==> config.mk <==
export PLATFORM = sky130hd
export DESIGN_NAME = irq_pending_ctrl
export DESIGN_NICKNAME = d
export VERILOG_FILES = /design/src/rtl/irq_pkg.sv /design/src/rtl/irq_prio_enc.sv /design/src/rtl/irq_pending_ctrl.sv
export SDC_FILE = /design/constraint.sdc
export NUM_CORES = 1
export LEC_CHECK = 0
export CORE_MARGIN = 2
export CORE_UTILIZATION = 44
export CTS_CLUSTER_DIAMETER = 60
export DETAILED_ROUTE_END_ITERATION = 16
export PLACE_DENSITY = 0.73
export SETUP_SLACK_MARGIN = 0.02
export SLEW_MARGIN = 20
export SYNTH_ARGS = -nofsm -noshare
export SYNTH_HDL_FRONTEND = slang
export SYNTH_HIERARCHICAL = 1
export SYNTH_SLANG_ARGS = --single-unit
==> constraint.sdc <==
create_clock -name clk -period 1.9 [get_ports clk]
set_input_delay 0.285 -clock clk [delete_from_list [all_inputs] [get_ports clk]]
set_output_delay 0.285 -clock clk [all_outputs]
set_load 0.02 [all_outputs]
Figure 1. M1 wires (run 1).
Supply wires on this layer in grey.
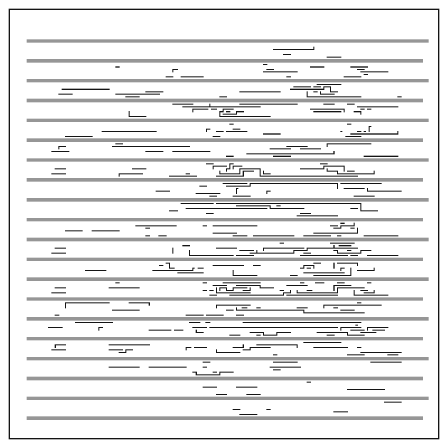
share of all routed wire = 41%
main direction = horizontal
grt met1 use: 0.171
vias: 860
final WL: 2.14 mm

Figure 2. The metal 2 layer (run 1).
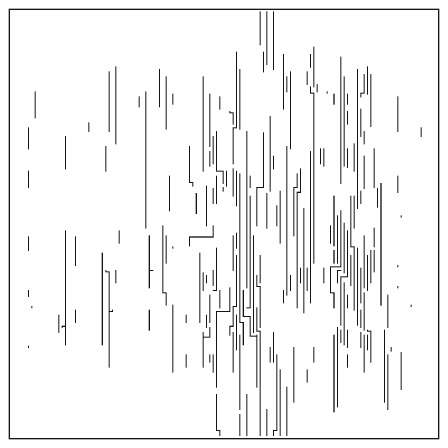
share of all routed wire = 51%
longest straight run = 23.3 µm
nets with wire on the layer = 133
GR Util met2: 0.254

Figure 3. M3 wires (run 1).
Scale bar: 20 µm.
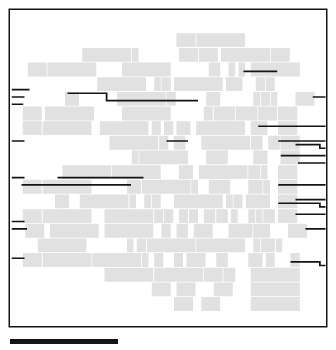
wire length on this layer = 169 µm
longest straight run = 20.0 µm
share of all routed wire = 7.9%
met3 usage: 0.0681

Figure 4. Clock wiring as the flow saved it (run 1).
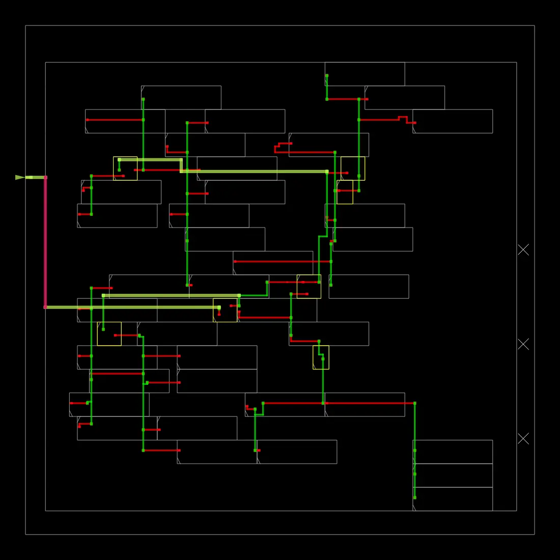
clk latency late pin: 0.32 ns
P_clk: 363 µW
clk sinks: 38

==> impl_metrics.tcl, run 1 <==
# collected from the flow reports
set metrics [dict create \
    outcome "finished with violations" \
    violations "design-rule violations" \
    peakVddDrop_uv 571 \
    worst_slew_pin_slew_ns 0.782 \
    largest_reg_flops 16 \
    avgViaCountPerCell 5.06 \
    path_buffers 1 \
    drive_gt1_frac 0.122 \
    synth.most_common_cell "dfrtp_1" \
    grtUsageTotal 0.152 \
    relSlewSlack 0.479 \
    dieWidth_um 58.6 \
    whs_ns 0.0284 \
    synth_area_mm2 0.00131 \
    finalClockSkew_ns 0.00361 \
    synthTopCellsByArea "dfrtp_1, o21ai_1, and2_1" \
    drv_slew 0 \
    path_max_fanout 7 \
    yosys_area_mm2 0.00131 \
    warning_count 26 \
    gp_congestion 0.910 \
    dp_hpwl_mm 1.59 \
    cts_resized 0 \
    die_h_um 58.6 \
    drt_pass1_iterations 10 \
    cp_num_cells 1 \
    synth-edff-count 0 \
    root_buffer "clkbuf_4" \
    finalCritPeriodShare 0.915 \
    cts_buffer_depth 2 \
    synth_seq_share 0.724 \
    grt_max_degree 39 \
    power_density_mw_per_mm2 1190 \
    io_pins 31 \
    grt_antenna_before_repair 0 \
    ys_sh_mux 0.0333 \
    ctsHtreeMaxLevel 2 \
    rrSetupSlack_ns 0.35 \
    synth_area_per_cell_um2 13.1 \
    ys_sh_adder 0 \
    antenna-diode-count 0 \
    synth-cells-yosys 100 \
    cts-hold-fix-buffers 0 \
    dieArea_mm2 0.00344 \
    p_total_uw 2030 \
    rsz0062_at_grt "no" \
    area_growth_pct 30.2 \
    ys_sh_xor 0.00667 \
    cp.arrival_ns 1.45 \
    ys_sh_aoi 0.0981 \
    fp_nets 119 \
    nets 158 \
    place.port_buffers 30 \
    cpPeakStageDelay_ns 0.65 \
    end_kind "output pin" \
    drtIter0Drc 19 \
    max_freq_ghz 0.575 \
    yosysTopAreaCellShare 0.724 \
    required_ns 1.62 \
    critical_path_class "flop to output pin" \
    clkTransAtPathRegs_ns 0.10 \
    ff_type "dfrtp_1" \
    start_kind "flop" \
    ys.flops 38 \
    cp_top_family "buffers and inverters" \
    power_leakage_uw 0.000734 \
    fp-row-count 19 \
    cts_buffers 5 \
    critPathSlowestCell "clkdlybuf4s50_1" \
    top_logic_kind "simple AND/OR/NAND/NOR gates" \
    route.antenna.remaining_nets 0 \
    synth_async_sr_flop_share 1.00 \
    yosys.cell_types.count 21 \
    cts_setup_buffers 0 \
    tns_ns 0 \
    core_mm2 0.00281 \
    min_period_ns 1.74 \
    drc 3 \
    wire_per_inst_um 12.6 \
    crit_chain "clkdlybuf4s50_1" \
    ys_sh_simple 0.104 \
    top_cells_by_count "dfrtp_1, o21ai_1, inv_1" \
    finalHoldViolCount 0 \
    ys_warn_count 6 \
    max_cap_viol_count 0 \
    grt_pass1_vias 858 \
    hold_class "primary input to asynchronous set/reset pin" \
    grt.overflow.total 0 \
    grt_pass1_wl_mm 3.75 \
    cts_tree "yes" \
]
## run 1: report_power, final
| group | leakage [µW] | internal (µW) | total (µW) | switching (µW) |
|---|---|---|---|---|
| Combinational | 0.000284 | 317 | 606 | 288 |
| Clock | 0.0000308 | 133 | 363 | 230 |
| Sequential | 0.000419 | 931 | 1060 | 132 |
| Total | 0.000734 | 1380 | 2030 | 650 |
## run 1: cell families (layout without fill, tap and decap cells)
kind of cell | after synthesis | after routing
buf+inv | 12 | 51
xor+xnor | 1 | 1
flops | 38 | 38
simple gates | 23 | 23
compound gates | 22 | 22
mux | 4 | 4
## run 1: stage by stage
stage	instance area [µm²]	util	instances	setup slack, ns
after global placement	1660	0.593	163	0.0969
final	1710	0.610	170	0.161
after floorplan	1310	-	100	0.355
after detailed placement	1660	0.593	163	-0.00869
after CTS	1710	0.610	170	0.144
after global routing	1710	0.610	170	0.0924
## run 1: cells in the final DEF (no fill, tap or decap), drive strengths merged, types with 2 or more instances in the layout
cell type / synthesis / layout
and2: 8 / 8
buf: 0 / 3
mux2: 3 / 3
inv: 12 / 12
o31ai: 4 / 4
clkdlybuf4s50: 0 / 29
o21ai: 15 / 15
clkbuf: 0 / 5
nand2b: 2 / 2
clkinv: 0 / 2
nand2: 2 / 2
nor2: 6 / 6
a21oi: 3 / 3
dfrtp: 38 / 38
## run 1: per-layer routing
layer | share of wire | routed length [µm] | track usage
met5 | 0 | 0 | 0
met4 | 0.0065 | 14 | 0.0584
met3 | 0.078 | 168 | 0.0681
met2 | 0.51 | 1080 | 0.254
met1 | 0.41 | 874 | 0.171
## run 1: cell type report
type	instances	area, µm²
Timing Repair Buffer	32	310
Inverter	12	45.0
Clock buffer	5	37.5
Multi-Input combinational cell	50	318
Clock inverter	2	10.0
Tap cell	31	38.8
Fill cell	243	1090
Sequential cell	38	951
Figure 5. Selected gate families (run 1).
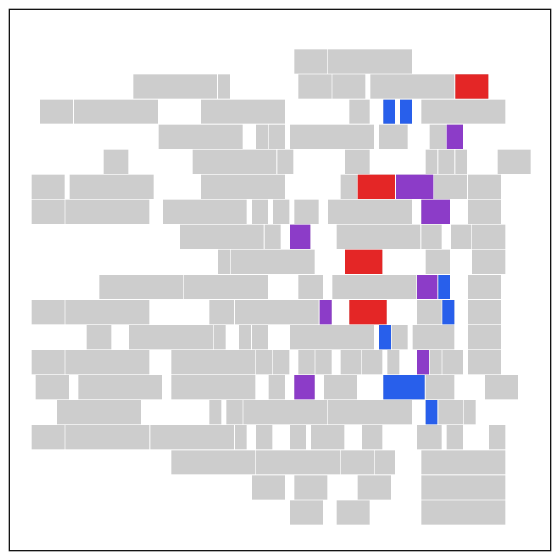

--- run 2 (diff from run 1) ---
ABC_AREA = 1   (was unset)
CAP_MARGIN = 20   (was unset)
MAX_ROUTING_LAYER = met4   (was unset)
PLACE_DENSITY = 0.72   (was 0.73)
Figure 6. Selected gate families (run 2).
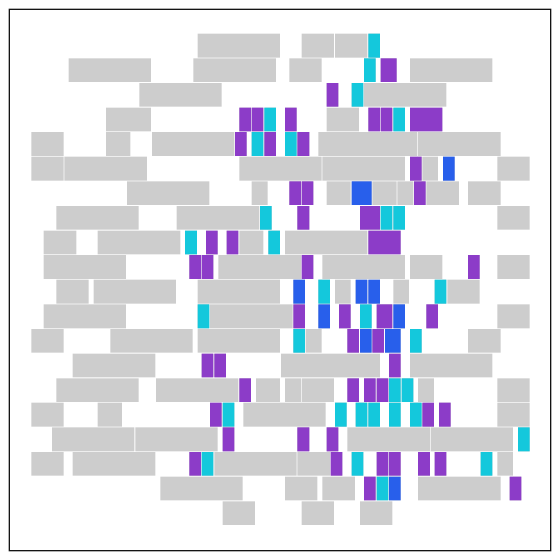
blue -> nor cells  # cells 10, most used nor2_1
purple -> nand cells  # cells 51, most used nand2_1
cyan -> inv cells  # cells 31, most used inv_1
Commonest Layout Cell: nand2_1
Final Non-Filler Cells: 210
Comb/total area: 0.164

Figure 7. The metal 2 layer (run 2).
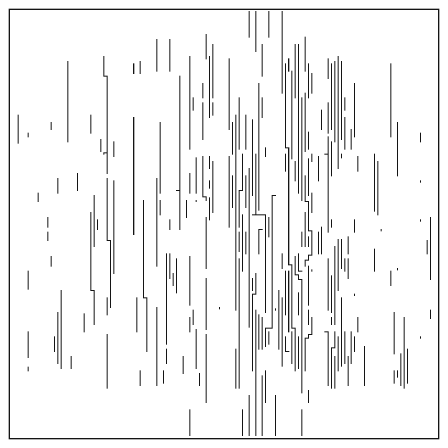
wire length on this layer = 1270 µm
main direction = vertical
GR Util met2: 0.273
vias: 987
final WL: 2.49 mm

==> impl_metrics.tcl, run 2 <==
# collected from the flow reports
set metrics [dict create \
    ys.flops 38 \
    stdcell_area_mm2 0.00181 \
    min_period_ns 1.68 \
    top_logic_kind "simple AND/OR/NAND/NOR gates" \
    synth.most_common_cell "nand2_1" \
    max_cap_viol_count 0 \
    io_pins 31 \
    place.port_buffers 30 \
    drtIter0Drc 14 \
    critical_path_class "flop to output pin" \
    avgViaCountPerCell 4.70 \
    warning_count 26 \
    clkLatencyLatePin_ns 0.33 \
    grt_pass1_wl_mm 4.32 \
    ctsHtreeMaxLevel 2 \
    clkTransAtPathRegs_ns 0.11 \
    cts_buffers 5 \
    finalClockSkew_ns 0.00477 \
    antenna-diode-count 0 \
    rrSetupSlack_ns 0.53 \
    nets 195 \
    route.antenna.remaining_nets 0 \
    dp_slack_ns 0.288 \
    cp_top_family "buffers and inverters" \
    drt_pass1_iterations 4 \
    synth_async_sr_flop_share 1.00 \
    top_cells_by_count "nand2_1, dfrtp_1, inv_1" \
    drv_slew 0 \
    critPathSlowestCell "clkdlybuf4s50_1" \
    num-fill-cells 271 \
    synth_area_per_cell_um2 9.82 \
    relSlewSlack 0.466 \
    dieWidth_um 59.7 \
    setup_ws_ns 0.215 \
    outcome "finished clean" \
    path_buffers 1 \
    cts-hold-fix-buffers 0 \
    finalHoldViolCount 0 \
    max_freq_ghz 0.594 \
    synth-edff-count 0 \
    die_h_um 59.7 \
    cts_buffer_depth 2 \
    core_mm2 0.00300 \
    dp_hpwl_mm 1.86 \
    synth_area_mm2 0.00137 \
    cts_setup_buffers 0 \
    end_kind "output pin" \
    fp_nets 158 \
    ys_warn_count 6 \
    yosys.cell_types.count 13 \
    ys_sh_simple 0.183 \
]
## run 2: per-layer routing
layer / up-vias / share of wire / GRT usage
met5: - / 0 / -
met4: 0 / 0.018 / 0.0667
met3: 6 / 0.064 / 0.0671
met2: 31 / 0.51 / 0.273
met1: 467 / 0.41 / 0.199
li1: 483 / - / -
## run 2: final cells by class
| type | instances | area (µm²) | share of cell area |
|---|---|---|---|
| Clock buffer | 6 | 51.3 | 0.0283 |
| Clock inverter | 2 | 60.1 | 0.0331 |
| Timing Repair Buffer | 30 | 295 | 0.163 |
| Sequential cell | 38 | 951 | 0.524 |
| Inverter | 31 | 116 | 0.0642 |
| Tap cell | 33 | 41.3 | 0.0228 |
| Multi-Input combinational cell | 70 | 298 | 0.164 |
## run 2: cells by family after synthesis
logic type / count (synthesis)
flops: 38
buf+inv: 31
simple gates: 61
compound gates: 9
## run 2: through the flow
step,utilization,cells,power (µW)
finish,0.604,210,2390
global placement,0.567,202,1690
detailed placement,0.567,202,1710
CTS,0.604,210,2420
floorplan,-,139,1400
global route,0.604,210,2550
## run 2: where the power goes
| part | switching [µW] | internal [µW] |
|---|---|---|
| registers | 108 | 937 |
| logic | 376 | 274 |
| clock network | 253 | 446 |
Power is estimated from default activity; no workload was simulated.
